===== src/rtl/ll_head_table_stage_if.sv =====
// Command bus for the head-table stage: upstream commands, engine commands, and the
// engine's head-table write-back / result-done strobes.
interface ll_head_table_stage_if #(
  parameter int unsigned BUCKET_WIDTH = 8,
  parameter int unsigned KEY_WIDTH    = 32,
  parameter int unsigned PTR_WIDTH    = 10
);
  logic                    cmd_valid;
  logic                    cmd_ready;
  logic [KEY_WIDTH-1:0]    cmd_key;
  logic [1:0]              cmd_opcode;
  logic [BUCKET_WIDTH-1:0] cmd_bucket;

  logic                    ll_cmd_valid;
  logic                    ll_cmd_ready;
  logic [KEY_WIDTH-1:0]    ll_cmd_key;
  logic [1:0]              ll_cmd_opcode;
  logic [PTR_WIDTH-1:0]    ll_cmd_head_ptr;
  logic                    ll_cmd_head_ptr_val;

  logic [PTR_WIDTH-1:0]    ht_wr_data_ptr;
  logic                    ht_wr_data_ptr_val;
  logic                    ht_wr_en;
  logic                    res_done;

  modport master (
    output cmd_valid, cmd_key, cmd_opcode, cmd_bucket, ll_cmd_ready,
           ht_wr_data_ptr, ht_wr_data_ptr_val, ht_wr_en, res_done,
    input  cmd_ready, ll_cmd_valid, ll_cmd_key, ll_cmd_opcode, ll_cmd_head_ptr,
           ll_cmd_head_ptr_val
  );

  modport slave (
    input  cmd_valid, cmd_key, cmd_opcode, cmd_bucket, ll_cmd_ready,
           ht_wr_data_ptr, ht_wr_data_ptr_val, ht_wr_en, res_done,
    output cmd_ready, ll_cmd_valid, ll_cmd_key, ll_cmd_opcode, ll_cmd_head_ptr,
           ll_cmd_head_ptr_val
  );
endinterface


===== src/rtl/ll_head_table_stage.sv =====
// Per-bucket head-pointer table in front of the linked-list engine; one command in flight.
// Define LL_HT_OCCUPANCY_EN to add bucket_used_cnt_o (count of non-empty buckets).
module ll_head_table_stage #(
  parameter int unsigned BUCKET_WIDTH = 8,
  parameter int unsigned KEY_WIDTH    = 32,
  parameter int unsigned PTR_WIDTH    = 10
) (
  input  logic                  clk_i,
  input  logic                  rst_i,
  ll_head_table_stage_if.slave  bus,
  output logic                  init_done_o
`ifdef LL_HT_OCCUPANCY_EN
  ,
  output logic [BUCKET_WIDTH:0] bucket_used_cnt_o
`endif
);

  localparam int unsigned Depth = 2 ** BUCKET_WIDTH;

  localparam logic [1:0] OpInsert = 2'd0;
  localparam logic [1:0] OpDelete = 2'd1;
  localparam logic [1:0] OpDeq    = 2'd2;

  localparam logic [2:0] StInit    = 3'd0;
  localparam logic [2:0] StIdle    = 3'd1;
  localparam logic [2:0] StRead    = 3'd2;
  localparam logic [2:0] StIssue   = 3'd3;
  localparam logic [2:0] StWaitRes = 3'd4;

  logic [2:0]              state_q, state_d;
  logic [BUCKET_WIDTH-1:0] sweep_q;
  logic [BUCKET_WIDTH-1:0] bucket_q;
  logic [KEY_WIDTH-1:0]    key_q;
  logic [1:0]              opcode_q;
  logic [PTR_WIDTH-1:0]    head_ptr_q;
  logic                    head_val_q;
  logic                    init_done_q;

  // Entry layout: {ptr, val}
  logic [PTR_WIDTH:0]      mem [Depth];
  logic [PTR_WIDTH:0]      rd_data_q;

  logic                    op_ok;
  logic                    accept;
  logic                    wr_en;
  logic [BUCKET_WIDTH-1:0] wr_addr;
  logic [PTR_WIDTH:0]      wr_data;

  assign op_ok  = (bus.cmd_opcode == OpInsert) || (bus.cmd_opcode == OpDelete) ||
                  (bus.cmd_opcode == OpDeq);
  assign accept = (state_q == StIdle) && bus.cmd_valid && op_ok;

  always_comb begin
    state_d = state_q;
    case (state_q)
      StInit:    if (sweep_q == '1) state_d = StIdle;
      StIdle:    if (accept) state_d = StRead;
      StRead:    state_d = StIssue;
      StIssue:   if (bus.ll_cmd_ready) state_d = StWaitRes;
      StWaitRes: if (bus.res_done) state_d = StIdle;
      default:   state_d = StInit;
    endcase
  end

  // Sweep owns the write port during INIT; engine write-backs are ignored there.
  always_comb begin
    wr_en   = 1'b0;
    wr_addr = bucket_q;
    wr_data = {bus.ht_wr_data_ptr, bus.ht_wr_data_ptr_val};
    if (state_q == StInit) begin
      wr_en   = 1'b1;
      wr_addr = sweep_q;
      wr_data = '0;
    end else if (bus.ht_wr_en) begin
      wr_en = 1'b1;
    end
  end

  always_ff @(posedge clk_i) begin
    if (wr_en) mem[wr_addr] <= wr_data;
    if (accept) rd_data_q <= mem[bus.cmd_bucket];
  end

  always_ff @(posedge clk_i or posedge rst_i) begin
    if (rst_i) begin
      state_q     <= StInit;
      sweep_q     <= '0;
      bucket_q    <= '0;
      key_q       <= '0;
      opcode_q    <= '0;
      head_ptr_q  <= '0;
      head_val_q  <= 1'b0;
      init_done_q <= 1'b0;
    end else begin
      state_q <= state_d;
      if (state_q == StInit) begin
        sweep_q <= sweep_q + 1'b1;
        if (sweep_q == '1) init_done_q <= 1'b1;
      end
      if (accept) begin
        key_q    <= bus.cmd_key;
        opcode_q <= bus.cmd_opcode;
        bucket_q <= bus.cmd_bucket;
      end
      if (state_q == StRead) {head_ptr_q, head_val_q} <= rd_data_q;
    end
  end

  assign bus.cmd_ready           = (state_q == StIdle);
  assign bus.ll_cmd_valid        = (state_q == StIssue);
  assign bus.ll_cmd_key          = key_q;
  assign bus.ll_cmd_opcode       = opcode_q;
  assign bus.ll_cmd_head_ptr     = head_ptr_q;
  assign bus.ll_cmd_head_ptr_val = head_val_q;
  assign init_done_o             = init_done_q;

`ifdef LL_HT_OCCUPANCY_EN
  localparam logic [BUCKET_WIDTH:0] CntMax = (BUCKET_WIDTH + 1)'(Depth);

  logic [BUCKET_WIDTH:0] cnt_q;
  logic                  track_q;
  logic                  old_val;

  // A write-back landing in READ must compare against the value just read.
  assign old_val = (state_q == StRead) ? rd_data_q[0] : track_q;

  always_ff @(posedge clk_i or posedge rst_i) begin
    if (rst_i) begin
      cnt_q   <= '0;
      track_q <= 1'b0;
    end else if (state_q == StInit) begin
      cnt_q   <= '0;
      track_q <= 1'b0;
    end else if (bus.ht_wr_en) begin
      track_q <= bus.ht_wr_data_ptr_val;
      if (!old_val && bus.ht_wr_data_ptr_val && (cnt_q != CntMax)) begin
        cnt_q <= cnt_q + 1'b1;
      end else if (old_val && !bus.ht_wr_data_ptr_val && (cnt_q != '0)) begin
        cnt_q <= cnt_q - 1'b1;
      end
    end else if (state_q == StRead) begin
      track_q <= rd_data_q[0];
    end
  end

  assign bucket_used_cnt_o = cnt_q;
`endif

endmodule


===== src/flat_wrapper.sv =====
// flat-port wrapper written by rule: the top's interface ports become plain ports
module ll_head_table_stage_flat 
#(
  parameter int unsigned BUCKET_WIDTH = 8,
  parameter int unsigned KEY_WIDTH    = 32,
  parameter int unsigned PTR_WIDTH    = 10
)
  (clk_i, rst_i, init_done_o, bus_cmd_valid, bus_cmd_key, bus_cmd_opcode, bus_cmd_bucket, bus_ll_cmd_ready, bus_ht_wr_data_ptr, bus_ht_wr_data_ptr_val, bus_ht_wr_en, bus_res_done, bus_cmd_ready, bus_ll_cmd_valid, bus_ll_cmd_key, bus_ll_cmd_opcode, bus_ll_cmd_head_ptr, bus_ll_cmd_head_ptr_val);
  ll_head_table_stage_if #(.BUCKET_WIDTH(BUCKET_WIDTH), .KEY_WIDTH(KEY_WIDTH), .PTR_WIDTH(PTR_WIDTH)) bus_i ();
  input  logic clk_i;
  input  logic rst_i;
  output logic init_done_o;
  input wire logic [$bits(bus_i.cmd_valid)-1:0] bus_cmd_valid;
  input wire logic [$bits(bus_i.cmd_key)-1:0] bus_cmd_key;
  input wire logic [$bits(bus_i.cmd_opcode)-1:0] bus_cmd_opcode;
  input wire logic [$bits(bus_i.cmd_bucket)-1:0] bus_cmd_bucket;
  input wire logic [$bits(bus_i.ll_cmd_ready)-1:0] bus_ll_cmd_ready;
  input wire logic [$bits(bus_i.ht_wr_data_ptr)-1:0] bus_ht_wr_data_ptr;
  input wire logic [$bits(bus_i.ht_wr_data_ptr_val)-1:0] bus_ht_wr_data_ptr_val;
  input wire logic [$bits(bus_i.ht_wr_en)-1:0] bus_ht_wr_en;
  input wire logic [$bits(bus_i.res_done)-1:0] bus_res_done;
  output wire logic [$bits(bus_i.cmd_ready)-1:0] bus_cmd_ready;
  output wire logic [$bits(bus_i.ll_cmd_valid)-1:0] bus_ll_cmd_valid;
  output wire logic [$bits(bus_i.ll_cmd_key)-1:0] bus_ll_cmd_key;
  output wire logic [$bits(bus_i.ll_cmd_opcode)-1:0] bus_ll_cmd_opcode;
  output wire logic [$bits(bus_i.ll_cmd_head_ptr)-1:0] bus_ll_cmd_head_ptr;
  output wire logic [$bits(bus_i.ll_cmd_head_ptr_val)-1:0] bus_ll_cmd_head_ptr_val;
  assign bus_i.cmd_valid = bus_cmd_valid;
  assign bus_i.cmd_key = bus_cmd_key;
  assign bus_i.cmd_opcode = bus_cmd_opcode;
  assign bus_i.cmd_bucket = bus_cmd_bucket;
  assign bus_i.ll_cmd_ready = bus_ll_cmd_ready;
  assign bus_i.ht_wr_data_ptr = bus_ht_wr_data_ptr;
  assign bus_i.ht_wr_data_ptr_val = bus_ht_wr_data_ptr_val;
  assign bus_i.ht_wr_en = bus_ht_wr_en;
  assign bus_i.res_done = bus_res_done;
  assign bus_cmd_ready = bus_i.cmd_ready;
  assign bus_ll_cmd_valid = bus_i.ll_cmd_valid;
  assign bus_ll_cmd_key = bus_i.ll_cmd_key;
  assign bus_ll_cmd_opcode = bus_i.ll_cmd_opcode;
  assign bus_ll_cmd_head_ptr = bus_i.ll_cmd_head_ptr;
  assign bus_ll_cmd_head_ptr_val = bus_i.ll_cmd_head_ptr_val;
  ll_head_table_stage #(.BUCKET_WIDTH(BUCKET_WIDTH), .KEY_WIDTH(KEY_WIDTH), .PTR_WIDTH(PTR_WIDTH)) u_core (.clk_i(clk_i), .rst_i(rst_i), .bus(bus_i), .init_done_o(init_done_o));
endmodule

===== config.mk =====
export PLATFORM = sky130hd
export DESIGN_NAME = ll_head_table_stage_flat
export DESIGN_NICKNAME = d
export VERILOG_FILES = /design/src/rtl/ll_head_table_stage_if.sv /design/src/rtl/ll_head_table_stage.sv /design/src/flat_wrapper.sv
export SDC_FILE = /design/constraint.sdc
export NUM_CORES = 2
export LEC_CHECK = 0
export CAP_MARGIN = 40
export CORE_MARGIN = 5
export CORE_UTILIZATION = 55
export CTS_CLUSTER_SIZE = 14
export DETAILED_ROUTE_END_ITERATION = 10
export HOLD_SLACK_MARGIN = 0.05
export PLACE_DENSITY = 0.71
export SLEW_MARGIN = 0
export SYNTH_ARGS = -nofsm -noshare
export SYNTH_HDL_FRONTEND = slang
export SYNTH_SLANG_ARGS = --single-unit

===== constraint.sdc =====
create_clock -name clk_i -period 10.3 [get_ports clk_i]
set_clock_uncertainty 0.2 [all_clocks]
set_input_delay 2.06 -clock clk_i [delete_from_list [all_inputs] [get_ports clk_i]]
set_output_delay 2.06 -clock clk_i [all_outputs]
set_load 0.01 [all_outputs]

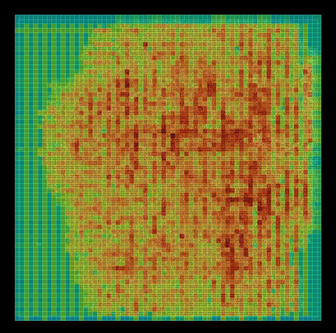
**Above:** routing congestion map.
drt wl/cell: 31.9 um
Total GRT Usage: 26.3%
global-route met1 utilization: 38.1%
final core utilization: 62.7%

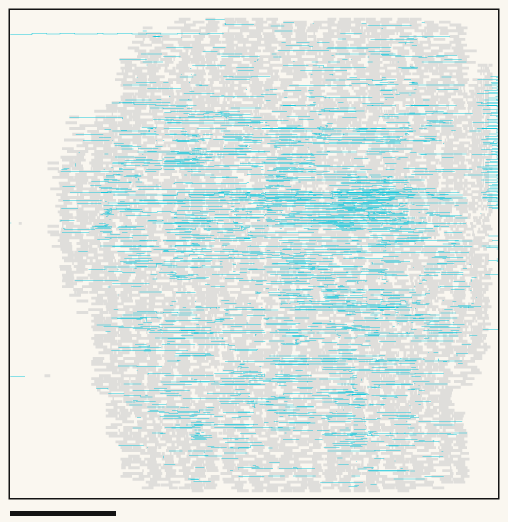
**Above:** met3 routing.
Bar = 100 um. Cells faint in the background.
main direction: horizontal
share of all routed wire: 11%
wire length on this layer: 31.8 mm
longest straight run: 213 um
nets with wire on the layer: 934
final WL: 280000 um
vias: 57500
GR Util met3: 6.43%

==> flow_summary.yaml <==
# flow metrics
critical_path:
  crit_buf_inv: 3
  worstPathArrival_ns: 6.30
  cpMaxStageDelayCell: "nor3_1"
  cp-endpoint: "u_core.rd_data_q[5]"
  r2r_slack_ns: 5.97
  crit-reg2reg-capture: "u_core.mem[45][3]"
  r2r_start: "u_core.state_q[2]"
  worst_path_most_repeated_cell: "buf_12"
  crit_required_ns: 10.76
  cp_cell_sequence: "buf_8, buf_12, buf_12, mux4_2, a221oi_1, o32ai_1, nor3_1, nor4_1"
  critPathLaunchType: "primary input"
  reg2reg_depth: 7
  crit_fanout: 98
cells_and_area:
  num-nonclk-inverters: 3
  top_register: "u_core.mem"
  largest_reg_flops: 2816
  nFillCells: 13400
  num-nonclk-buffers: 490
  fin_area_mm2: 0.127
  nNetsFinal: 5943
sta:
  post-route-min-period_ns: 5.84
  fin_ws_ns: 4.46
  tightest_slew_ns: 1.22
  fin_hold_ws_ns: 0.274
  layout_worst_path_cycle_share_pct: 56.7
  slew_viol_final: 0
  max-slew-margin-rel_pct: 18.4
clock_tree:
  post_cts_buffers: 0
  cts_tree: "built"
  numCtsBuffers: 299
  cts.htree.levels: 5
die:
  core_area_mm2: 0.203
  die.size.y_um: 462
  well_tap_count: 2672
  die_w_um: 462
  num_rows: 165
synth:
  ys_sh_xor_pct: 0.0547
  yosysTopAreaCellShare_pct: 75.7
  synthArstFlopShare_pct: 2.25
  avgSynthCellArea_um2: 20.7
  synthSimpleGateAreaFrac_pct: 2.88
  yosysTopAreaCell: "edfxtp_1"
  ys_cells: 5422
  syn_inst: 5422
  mux_share_pct: 14.0
  edf_count: 2827
  aoi_share_pct: 3.87
  ys_seq_share_pct: 77.1
  logic_family: "multiplexers"
  adder_share_pct: 0.0112
placed_design:
  numPortBuffers: 106
  place_area_mm2: 0.118
  hpwl_um: 173000
  dp_slack_ns: 3.45
  gp_congestion: 0.854
power:
  powerDensity_mw_per_mm2: 223
  combPwrFrac_pct: 13.3
  power_leader: "registers"
  p_total_uw: 28400
  p_leak_uw: 0.0413
  switching_share_pct: 25.5
  pwr-share-seq_pct: 51.3
  switchingPower_uw: 7250
  peakVddDrop_uv: 191
  clkPwrFrac_pct: 35.4
  p_seq_uw: 14600
  clock_power_uw: 10000
drt:
  antenna_left: 0
  top_layer: "met4"
  routed_via_density: 6.57
  drc: 0
  drtPass1Iterations: 5
  wl_met3_um: 31800
  met2WireLength_um: 129000
global_route:
  grtUsageMet2_pct: 39.6
  grt_max_degree: 209
min_path:
  min-delay-path-class: "reg2reg"
  hp-start: "u_core.bus.ll_cmd_key[6]"
run_status:
  status: "completed"
flow_run:
  warnings: 35
Power is estimated from default activity; no workload was simulated.
